File: src/rtl/jericalla_multiciclo_pkg.sv
// jericalla_pkg: opcode, ALU operation and FSM state encodings shared by the
// Jericalla multi-cycle datapath.
package jericalla_pkg;
    typedef enum logic [1:0] {OP_ALU, OP_LOADI, OP_LOAD, OP_STORE} opcode_e;
    typedef enum logic [2:0] {
        ALU_ADD, ALU_SUB, ALU_AND, ALU_OR, ALU_XOR, ALU_SLT, ALU_SLL, ALU_SRL
    } alu_op_e;
    typedef enum logic [1:0] {IDLE, EXEC, MEM, WB} state_e;
endpackage

File: src/rtl/jericalla_multiciclo_if.sv
// jericalla_multiciclo_if: instruction and completion streams plus the
// retired-instruction count of the Jericalla datapath.
interface jericalla_multiciclo_if #(
    parameter int DATA_W = 32,
    parameter int NREG   = 32,
    parameter int IMM_W  = 12,
    parameter int CNT_W  = 16
);
    localparam int RAW = $clog2(NREG);
    logic              in_valid;
    logic              in_ready;
    logic [1:0]        opcode;
    logic [2:0]        alu_sel;
    logic [RAW-1:0]    rs1;
    logic [RAW-1:0]    rs2;
    logic [RAW-1:0]    rd;
    logic [IMM_W-1:0]  imm;
    logic              out_valid;
    logic              out_ready;
    logic [DATA_W-1:0] out_data;
    logic [RAW-1:0]    out_rd;
    logic [CNT_W-1:0]  retired;
    modport master (
        output in_valid, opcode, alu_sel, rs1, rs2, rd, imm, out_ready,
        input  in_ready, out_valid, out_data, out_rd, retired
    );
    modport slave (
        input  in_valid, opcode, alu_sel, rs1, rs2, rd, imm, out_ready,
        output in_ready, out_valid, out_data, out_rd, retired
    );
endinterface

File: src/rtl/jericalla_multiciclo_alu.sv
// jericalla_alu_p: combinational ALU; shifts use the low log2(DATA_W) bits of b.
module jericalla_alu_p
    import jericalla_pkg::*;
#(
    parameter int DATA_W = 32
) (
    input  logic [DATA_W-1:0] a,
    input  logic [DATA_W-1:0] b,
    input  alu_op_e           sel,
    output logic [DATA_W-1:0] result
);
    localparam int SW = $clog2(DATA_W);
    logic [SW-1:0] sh;
    assign sh = b[SW-1:0];
    always_comb begin
        case (sel)
            ALU_ADD: result = a + b;
            ALU_SUB: result = a - b;
            ALU_AND: result = a & b;
            ALU_OR:  result = a | b;
            ALU_XOR: result = a ^ b;
            ALU_SLT: result = {{(DATA_W-1){1'b0}}, $signed(a) < $signed(b)};
            ALU_SLL: result = a << sh;
            ALU_SRL: result = a >> sh;
        endcase
    end
endmodule

File: src/rtl/jericalla_multiciclo.sv
// jericalla_multiciclo: IDLE/EXEC/MEM/WB datapath with register file, data
// memory and a retired-instruction counter behind valid/ready streams.
module jericalla_multiciclo
    import jericalla_pkg::*;
#(
    parameter int DATA_W    = 32,
    parameter int NREG      = 32,
    parameter int MEM_DEPTH = 32,
    parameter int IMM_W     = 12,
    parameter int CNT_W     = 16
) (
    input logic clk,
    input logic rst_n,
    jericalla_multiciclo_if.slave bus
);
    localparam int RAW = $clog2(NREG);
    localparam int MAW = $clog2(MEM_DEPTH);

    state_e            state;
    opcode_e           op;
    alu_op_e           sel;
    logic [RAW-1:0]    rs1, rs2, rd;
    logic [IMM_W-1:0]  imm;
    logic [MAW-1:0]    addr;
    logic [DATA_W-1:0] sdata;
    logic [DATA_W-1:0] rf  [NREG];
    logic [DATA_W-1:0] mem [MEM_DEPTH];
    logic [DATA_W-1:0] a, b, simm, alu_res;

    assign a    = rs1 == '0 ? '0 : rf[rs1];
    assign b    = rs2 == '0 ? '0 : rf[rs2];
    assign simm = {{(DATA_W-IMM_W){imm[IMM_W-1]}}, imm};
    assign bus.in_ready = state == IDLE;

    jericalla_alu_p #(.DATA_W(DATA_W)) alu (.a(a), .b(b), .sel(sel), .result(alu_res));

    always_ff @(posedge clk or negedge rst_n) begin
        if (!rst_n) begin
            state         <= IDLE;
            op            <= OP_ALU;
            sel           <= ALU_ADD;
            rs1           <= '0;
            rs2           <= '0;
            rd            <= '0;
            imm           <= '0;
            addr          <= '0;
            sdata         <= '0;
            bus.out_valid <= 1'b0;
            bus.out_data  <= '0;
            bus.out_rd    <= '0;
            bus.retired   <= '0;
        end else begin
            case (state)
                IDLE: if (bus.in_valid) begin
                    op    <= opcode_e'(bus.opcode);
                    sel   <= alu_op_e'(bus.alu_sel);
                    rs1   <= bus.rs1;
                    rs2   <= bus.rs2;
                    rd    <= bus.rd;
                    imm   <= bus.imm;
                    state <= EXEC;
                end
                EXEC: if (op == OP_ALU || op == OP_LOADI) begin
                    bus.out_data  <= op == OP_ALU ? alu_res : simm;
                    bus.out_rd    <= rd;
                    bus.out_valid <= 1'b1;
                    state         <= WB;
                end else begin
                    addr  <= MAW'(a + simm);
                    sdata <= b;
                    state <= MEM;
                end
                MEM: begin
                    bus.out_data  <= op == OP_LOAD ? mem[addr] : sdata;
                    bus.out_rd    <= op == OP_LOAD ? rd : '0;
                    bus.out_valid <= 1'b1;
                    state         <= WB;
                end
                WB: if (bus.out_ready) begin
                    bus.out_valid <= 1'b0;
                    bus.retired   <= bus.retired + CNT_W'(1);
                    state         <= IDLE;
                end
            endcase
        end
    end

    // Arrays carry no reset; writes are gated by rst_n so an abort never commits.
    always_ff @(posedge clk) begin
        if (rst_n && state == MEM && op == OP_STORE) mem[addr] <= sdata;
        if (rst_n && state == WB && bus.out_ready && bus.out_rd != '0) rf[bus.out_rd] <= bus.out_data;
    end
endmodule

File: src/flat_wrapper.sv
// flat-port wrapper written by rule: the top's interface ports become plain ports
module jericalla_multiciclo_flat import jericalla_pkg::*;
#(
    parameter int DATA_W    = 32,
    parameter int NREG      = 32,
    parameter int MEM_DEPTH = 32,
    parameter int IMM_W     = 12,
    parameter int CNT_W     = 16
)
  (clk, rst_n, bus_in_valid, bus_opcode, bus_alu_sel, bus_rs1, bus_rs2, bus_rd, bus_imm, bus_out_ready, bus_in_ready, bus_out_valid, bus_out_data, bus_out_rd, bus_retired);
  jericalla_multiciclo_if #(.DATA_W(DATA_W), .NREG(NREG), .IMM_W(IMM_W), .CNT_W(CNT_W)) bus_i ();
  input logic clk;
  input logic rst_n;
  input wire logic [$bits(bus_i.in_valid)-1:0] bus_in_valid;
  input wire logic [$bits(bus_i.opcode)-1:0] bus_opcode;
  input wire logic [$bits(bus_i.alu_sel)-1:0] bus_alu_sel;
  input wire logic [$bits(bus_i.rs1)-1:0] bus_rs1;
  input wire logic [$bits(bus_i.rs2)-1:0] bus_rs2;
  input wire logic [$bits(bus_i.rd)-1:0] bus_rd;
  input wire logic [$bits(bus_i.imm)-1:0] bus_imm;
  input wire logic [$bits(bus_i.out_ready)-1:0] bus_out_ready;
  output wire logic [$bits(bus_i.in_ready)-1:0] bus_in_ready;
  output wire logic [$bits(bus_i.out_valid)-1:0] bus_out_valid;
  output wire logic [$bits(bus_i.out_data)-1:0] bus_out_data;
  output wire logic [$bits(bus_i.out_rd)-1:0] bus_out_rd;
  output wire logic [$bits(bus_i.retired)-1:0] bus_retired;
  assign bus_i.in_valid = bus_in_valid;
  assign bus_i.opcode = bus_opcode;
  assign bus_i.alu_sel = bus_alu_sel;
  assign bus_i.rs1 = bus_rs1;
  assign bus_i.rs2 = bus_rs2;
  assign bus_i.rd = bus_rd;
  assign bus_i.imm = bus_imm;
  assign bus_i.out_ready = bus_out_ready;
  assign bus_in_ready = bus_i.in_ready;
  assign bus_out_valid = bus_i.out_valid;
  assign bus_out_data = bus_i.out_data;
  assign bus_out_rd = bus_i.out_rd;
  assign bus_retired = bus_i.retired;
  jericalla_multiciclo #(.DATA_W(DATA_W), .NREG(NREG), .MEM_DEPTH(MEM_DEPTH), .IMM_W(IMM_W), .CNT_W(CNT_W)) u_core (.clk(clk), .rst_n(rst_n), .bus(bus_i));
endmodule
File: config.mk
export PLATFORM = sky130hd
export DESIGN_NAME = jericalla_multiciclo_flat
export DESIGN_NICKNAME = d
export VERILOG_FILES = /design/src/rtl/jericalla_multiciclo_pkg.sv /design/src/rtl/jericalla_multiciclo_if.sv /design/src/rtl/jericalla_multiciclo_alu.sv /design/src/rtl/jericalla_multiciclo.sv /design/src/flat_wrapper.sv
export SDC_FILE = /design/constraint.sdc
export NUM_CORES = 2
export LEC_CHECK = 0
export ABC_AREA = 1
export CAP_MARGIN = 0
export CORE_UTILIZATION = 45
export CTS_CLUSTER_SIZE = 8
export DETAILED_ROUTE_END_ITERATION = 7
export HOLD_SLACK_MARGIN = 0.15
export MAX_ROUTING_LAYER = met4
export PLACE_DENSITY = 0.6
export SYNTH_ARGS = -nofsm -noshare
export SYNTH_HDL_FRONTEND = slang
export SYNTH_HIERARCHICAL = 1
export SYNTH_SLANG_ARGS = --single-unit
File: constraint.sdc
create_clock -name clk -period 6.6 [get_ports clk]
set_input_delay 1.98 -clock clk [delete_from_list [all_inputs] [get_ports clk]]
set_output_delay 1.98 -clock clk [all_outputs]
set_load 0.02 [all_outputs]
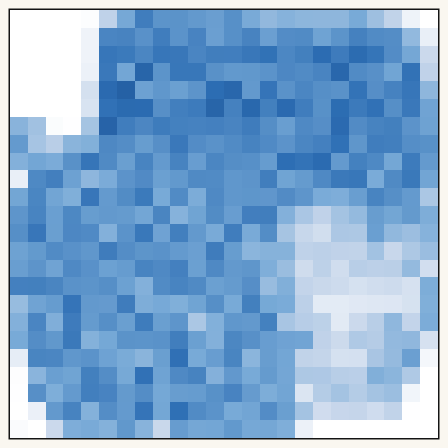
(placement density heat map)
The die is cut into 24 by 24 equal tiles; white is low, dark blue is high, 0 to 100% covered.
- nearly empty tiles: 7.3%
- fullest tile: 80%
- mean over tiles: 49%
- tiles over 75% full: 3.1%
- densest ninth of the die: north
post-layout util: 0.514
core area: 233,000 sq um

==> results.sh <==
# implementation run metrics
export IMPL_maxSlewViolCount=0
export IMPL_final_clk_cell_share=0.0730
export IMPL_worstPathCellList="clkinv_8, buf_12, o211ai_1, nand3_1, nand2_1, nand2_1, nand3_1, nand3_1, inv_1, inv_1, ha_1, nand2_1, nor2_1, a21oi_1, nand2_1, nand2_1, nand2_1, nand2_1, nand3_1, nand3_1, nand2_1, nand2_1, a21oi_1, a21oi_1"
export IMPL_final_nonclk_buf_share=0.0349
export IMPL_top_layer="met4"
export IMPL_preCtsSetupSlack_ps=637
export IMPL_tns_ps=0
export IMPL_crit_required_ps=7360
export IMPL_initial_core_util=0.453
export IMPL_crit_cells=24
export IMPL_clkTransAtPathRegs_ps=50
export IMPL_use_met2=0.505
export IMPL_reg2reg_to="u_core/bus.out_data[18]$_DFFE_PN0P_"
export IMPL_fin_ws_ps=62.0
export IMPL_clock_latency_ps=960
export IMPL_warning_count=125
export IMPL_worstHoldPathCells=2
export IMPL_clkbuf_count=443
export IMPL_ys_sh_xor=0.00191
export IMPL_n_all_buffers=446
export IMPL_groute_usage_overall=0.353
export IMPL_post_cts_resized=0
export IMPL_postSynth_asyncResetShare=0.0575
export IMPL_path_buffers=4
export IMPL_grt_overflow=0
export IMPL_cp_common_cell="nand2_1"
export IMPL_cap_viol_max_count=0
export IMPL_wl_met3_mm=51.5
export IMPL_synthTopCellsByArea="edfxtp_1 (58%), nand2_1 (11%), nand3_1 (5.1%)"
export IMPL_hold_viol_final=0
export IMPL_synthAoiAreaFrac=0.0973
export IMPL_r2r_cells=24
export IMPL_worstSetupStartpoint="u_core/rs2[0]$_DFFE_PN0P_"
export IMPL_cts_made_buffers=323
export IMPL_netlist_area_leader_share=0.584
export IMPL_synthCells=11058
export IMPL_dr_wl_met2_mm=178
export IMPL_grt_pass1_vias=82181
export IMPL_placed_area_sq_um=111000
export IMPL_synth_seq_share=0.613
export IMPL_final_cell_area_sq_um=120000
export IMPL_grt_busiest_layer="met2"
export IMPL_n_antenna_cell=22
export IMPL_fa_ha_area_frac=0.0132
export IMPL_ys_types=50
export IMPL_worstHoldStart="u_core/sdata[21]$_DFFE_PN0P_"
export IMPL_common_cells="nand2_1 (3,216), edfxtp_1 (2,048), nand3_1 (1,073), nor2_1 (880), o21ai_0 (875)"
export IMPL_worst_slew_pin_slew_ps=1440
export IMPL_routed_wl_mm=412
export IMPL_logic_gate_count=7563
export IMPL_yosysTopAreaCell="edfxtp_1"
export IMPL_holdWs_ps=476
export IMPL_critical_path_class="flip-flop to flip-flop"
export IMPL_drive_gt1_frac=0.0769
export IMPL_cp_max_fo=124
export IMPL_hold_class="flip-flop to flip-flop"
export IMPL_cts_max_level=5
export IMPL_lay_top_cells="nand2_1 (3,213), edfxtp_1 (2,048), nand3_1 (1,073), o21ai_0 (875), nor2_1 (817)"
export IMPL_layout_cells_non_filler=14438
export IMPL_flops=2173
export IMPL_first_pass_iters=8
export IMPL_avgSynthCellArea_sq_um=9.53
export IMPL_startpoint_type="flip-flop"
export IMPL_reg_top3="u_core/mem x1024, u_core/rf x1024"
export IMPL_hold_end="u_core/sdata[21]$_DFFE_PN0P_"
export IMPL_r2r_slack_ps=60
export IMPL_grt_pass1_wl_mm=586
export IMPL_netlist_area_sq_um=105000
export IMPL_dominant_cells="registers"
export IMPL_dp_hpwl_mm=263
export IMPL_slew_headroom=0.0389
export IMPL_ys_flops=2173
export IMPL_slowest_delay_ps=660
export IMPL_fin_nets=11296
export IMPL_ys_flop_type="edfxtp_1"
export IMPL_cts_tree="built"
export IMPL_tap_cells=3132
export IMPL_seq_cell_share=0.540
export IMPL_io_pins=91
export IMPL_failed_checks="design-rule violations"
export IMPL_grt_met3_usage=0.0916
export IMPL_synth_warnings=6
export IMPL_drtIter0Drc=13476
export IMPL_post_cts_setup_buffers=0
export IMPL_vias=88039
export IMPL_cts_sinks=2173
export IMPL_dp_cells=13958
export IMPL_root_buffer="clkbuf_16"
export IMPL_final_common_cell="nand2_1"
export IMPL_clockBufferDepth=4
export IMPL_worstSetupEndpointType="flip-flop"
export IMPL_wl_met1_mm=163
export IMPL_period_used=0.991
export IMPL_num_rows=177
export IMPL_critPathTopFamily="simple AND/OR/NAND/NOR gates"
export IMPL_edf_count=2048
export IMPL_max_freq_ghz=0.153
export IMPL_setup_viol=0
export IMPL_ant_nets=0
export IMPL_remaining_drc_errors=1
export IMPL_cpMaxStageDelayCell="dfrtp_4"
export IMPL_rsz0062_at_grt="false"
export IMPL_fin_skew_ps=93.4
export IMPL_comb_area_share=0.298
export IMPL_vias_per_cell=6.10
export IMPL_yosysMostFrequentCell="nand2_1"
export IMPL_status="complete, but fails checks"
export IMPL_num_fill_cells=20872
export IMPL_area_growth_pct=13.6
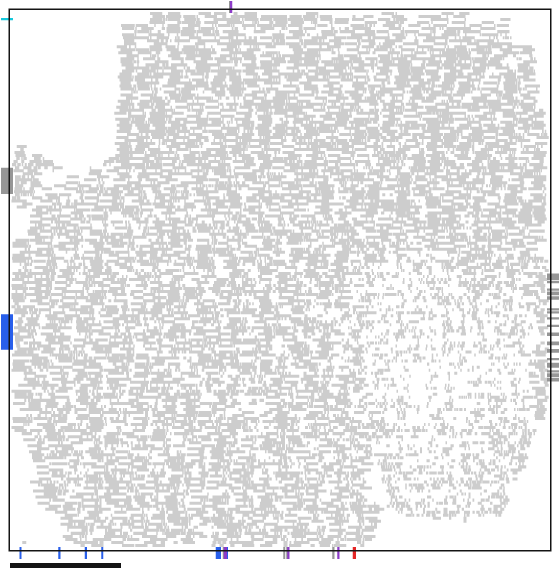
(ports around the boundary)
The bar under the picture is 100 um long. Pins as bars across the die edge, other pins in grey.
- cyan: clk (pins 1; direction input; edge west)
- purple: bus_rs2 (pins 5; direction input; edge 4 south, 1 north)
- blue: bus_out_data (pins 32; direction output; edge 23 west, 9 south)
- red: bus_opcode (pins 2; direction input; edge south)
width of the die: 486 um
IO buf count: 90

